Routed clock nets over the placement:
(6 px per um)
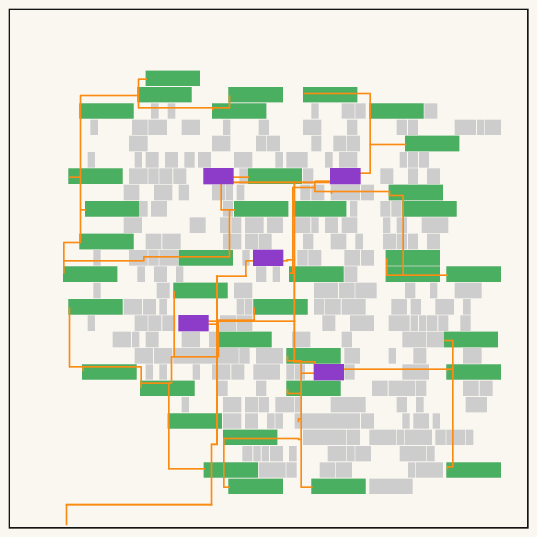
Nets reached from selected ports:
(4 px per um)
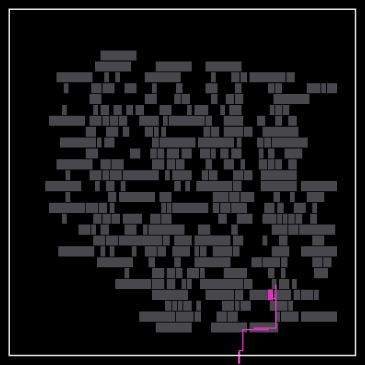
The clock network:
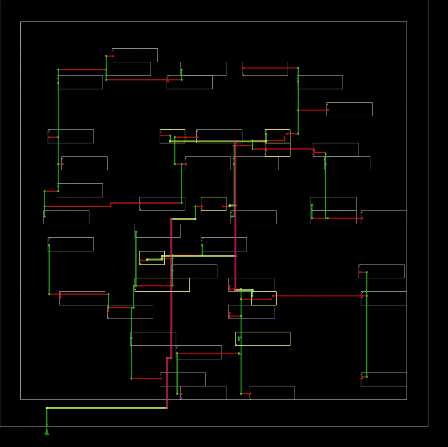
`src/rtl/pulse_stretch.sv`:
```
// N-channel LED pulse stretcher: minimum ON/OFF times with a saturating replay queue per channel.
// Define PULSE_STRETCH_OVF_EN to add the sticky o_overflow flags for dropped events.
module pulse_stretch #(
    parameter int unsigned ON_TIME  = 5000000,
    parameter int unsigned OFF_TIME = 5000000,
    parameter int unsigned N        = 1,
    parameter int unsigned PEND_W   = 3
) (
    input  logic         i_clk,
    input  logic         i_reset,
    input  logic [N-1:0] i_pulse,
    output logic [N-1:0] o_led,
    output logic [N-1:0] o_busy
`ifdef PULSE_STRETCH_OVF_EN
    ,
    output logic [N-1:0] o_overflow
`endif
);

    localparam int unsigned CNT_W = 32;
    localparam logic [CNT_W-1:0] ON_LAST  = CNT_W'(ON_TIME - 1);
    localparam logic [CNT_W-1:0] OFF_LAST = CNT_W'(OFF_TIME - 1);
    localparam logic [PEND_W-1:0] PEND_MAX = {PEND_W{1'b1}};

    typedef enum logic [1:0] {
        ST_IDLE = 2'd0,
        ST_ON   = 2'd1,
        ST_OFF  = 2'd2
    } state_t;

    for (genvar i = 0; i < N; i++) begin : g_ch
        state_t            state;
        logic [CNT_W-1:0]  cnt;
        logic [PEND_W-1:0] pend;
        logic              prev;
        logic              ev;
        logic              pend_full;
`ifdef PULSE_STRETCH_OVF_EN
        logic              ovf;
        assign o_overflow[i] = ovf;
`endif

        assign ev        = i_pulse[i] & ~prev;
        assign pend_full = (pend == PEND_MAX);
        assign o_led[i]  = (state == ST_ON);
        assign o_busy[i] = (state != ST_IDLE);

        // Per-channel FSM; events seen while busy are queued unless the queue is full
        always_ff @(posedge i_clk or posedge i_reset) begin
            if (i_reset) begin
                state <= ST_IDLE;
                cnt   <= '0;
                pend  <= '0;
                prev  <= 1'b0;
`ifdef PULSE_STRETCH_OVF_EN
                ovf   <= 1'b0;
`endif
            end else begin
                prev <= i_pulse[i];
                case (state)
                    ST_IDLE: begin
                        if (ev) begin
                            state <= ST_ON;
                            cnt   <= '0;
                        end
                    end
                    ST_ON: begin
                        if (cnt == ON_LAST) begin
                            state <= ST_OFF;
                            cnt   <= '0;
                        end else begin
                            cnt <= cnt + CNT_W'(1);
                        end
                        if (ev) begin
                            if (!pend_full) begin
                                pend <= pend + PEND_W'(1);
                            end
`ifdef PULSE_STRETCH_OVF_EN
                            else begin
                                ovf <= 1'b1;
                            end
`endif
                        end
                    end
                    ST_OFF: begin
                        if (cnt == OFF_LAST) begin
                            // A fresh event and a queued one cancel: start now, queue unchanged
                            cnt <= '0;
                            if (ev || (pend != '0)) begin
                                state <= ST_ON;
                                if (!ev) begin
                                    pend <= pend - PEND_W'(1);
                                end
                            end else begin
                                state <= ST_IDLE;
                            end
                        end else begin
                            cnt <= cnt + CNT_W'(1);
                            if (ev) begin
                                if (!pend_full) begin
                                    pend <= pend + PEND_W'(1);
                                end
`ifdef PULSE_STRETCH_OVF_EN
                                else begin
                                    ovf <= 1'b1;
                                end
`endif
                            end
                        end
                    end
                    default: begin
                        state <= ST_IDLE;
                        cnt   <= '0;
                    end
                endcase
            end
        end
    end

endmodule

```
`config.mk`:
```
export PLATFORM = sky130hd
export DESIGN_NAME = pulse_stretch
export DESIGN_NICKNAME = d
export VERILOG_FILES = /design/src/rtl/pulse_stretch.sv
export SDC_FILE = /design/constraint.sdc
export NUM_CORES = 1
export LEC_CHECK = 0
export ABC_AREA = 0
export CORE_MARGIN = 4
export CORE_UTILIZATION = 35
export CTS_CLUSTER_SIZE = 10
export DETAILED_ROUTE_END_ITERATION = 10
export PLACE_DENSITY = 0.57
export SYNTH_ARGS = -nofsm -noshare
export SYNTH_HDL_FRONTEND = slang
export SYNTH_SLANG_ARGS = --single-unit
```
`constraint.sdc`:
```
create_clock -name i_clk -period 2.3 [get_ports i_clk]
set_input_delay 0.345 -clock i_clk [delete_from_list [all_inputs] [get_ports i_clk]]
set_output_delay 0.345 -clock i_clk [all_outputs]
set_load 0.1 [all_outputs]
```
==> impl_metrics.json <==
{
  "ys_sh_simple": 0.293,
  "worstPathRequired_ps": 2480,
  "comb_cell_power_mw": 0.147,
  "fin_tns_setup_ps": -1410,
  "final_common_cell": "dfrtp_1",
  "num_rows": 28,
  "power.density_nw_per_um2": 601,
  "intPower_mw": 1.21,
  "flop_area_um2": 951,
  "setup_viol_count_final": 32,
  "most-common-layout-cells": "dfrtp_1 (38), nor2_1 (26), nand2_1 (20)",
  "fillCellCount": 602,
  "yosys-stat-area_um2": 2140,
  "wl_per_cell_um": 14.3,
  "synth_area_um2": 2140,
  "clkTransAtPathRegs_ps": 80,
  "chip_area_um2": 7430,
  "die_height_um": 86.2,
  "place_ws_ps": -81.7,
  "final_area_um2": 2590,
  "crit_path_top_delay_cell": "or4b_1",
  "rsz0062_at_grt": "yes",
  "cts_tree": "built",
  "holdBufCountCts": 0,
  "endpoint": "g_ch[0].cnt[20]",
  "cts_resized": 2,
  "synth_flop_count": 38,
  "maxPowerGroup": "clock",
  "vias": 1789,
  "finalPower_mw": 1.56,
  "startpoint": "g_ch[0].cnt[20]",
  "grt_overflow": 0,
  "layout.area.comb_um2": 1160,
  "drive_gt1_frac": 0.153,
  "slew_headroom": 0.638,
  "drtIter0Drc": 87,
  "worst-path-stages": 6,
  "wl_met1_um": 2450,
  "grt_pass1_wl_um": 8220,
  "synthArstFlopShare": 1.00,
  "dominantRegCellSynth": "dfrtp_1",
  "logic_gates": 183,
  "aoi_share": 0.0918,
  "ys_cells": 237,
  "synth.logic.top_family": "simple AND/OR/NAND/NOR gates",
  "grt_pass1_vias": 1732,
  "clock_cell_area_share": 0.0550,
  "pwr-share-comb": 0.094,
  "xor_share": 0.0942,
  "hold_ws_ps": 461,
  "path_cells": "or4b_1 -> or4_4 -> or4_4 -> a21oi_4 -> buf_12 -> nor2_1",
  "status": "complete, but fails checks",
  "netSwitchingPower_mw": 0.346,
  "initial_core_util": 0.361,
  "dr_wl_met3_um": 94,
  "bufAreaShareNonClock": 0.0824,
  "critical_path.max_fanout": 30,
  "timing.rr.start": "g_ch[0].cnt[20]",
  "coreArea_um2": 5920,
  "gp_congestion": 0.735,
  "yosys_warnings": 0,
  "hold_violations": 0,
  "cts_buffer_depth": 2,
  "post_cts_buffers": 1,
  "setup_slack_ps": -59.0,
  "violations": "setup timing",
  "grt_use_met1": 0.190,
  "yosysMostFrequentCell": "dfrtp_1",
  "seq_power_share": 0.450,
  "synth.top_cell.area_share": 0.444
}
Notes on 'routed clock nets over the placement' above:
[orange] clock wires | length: 568 um
[green] flip-flops | count: 38
[purple] clock-net drivers | count: 5
flops lie	widely spread
routed clock nets	6
Fin Clk Skew: 5.07 ps
clock power share: 0.455
clock network power: 0.710 mW
clk_lat worst skew: 290 ps

Notes on 'nets reached from selected ports' above:
colour	port	direction	end cells	buffers	wire
magenta	`o_busy`	output	1	1	30.9 um
buffers added on ports: 4
num ports: 5

Notes on 'the clock network' above:
clock sink total: 38
CLK BUF: 6
Flop Count: 38

Power is estimated from default activity; no workload was simulated.
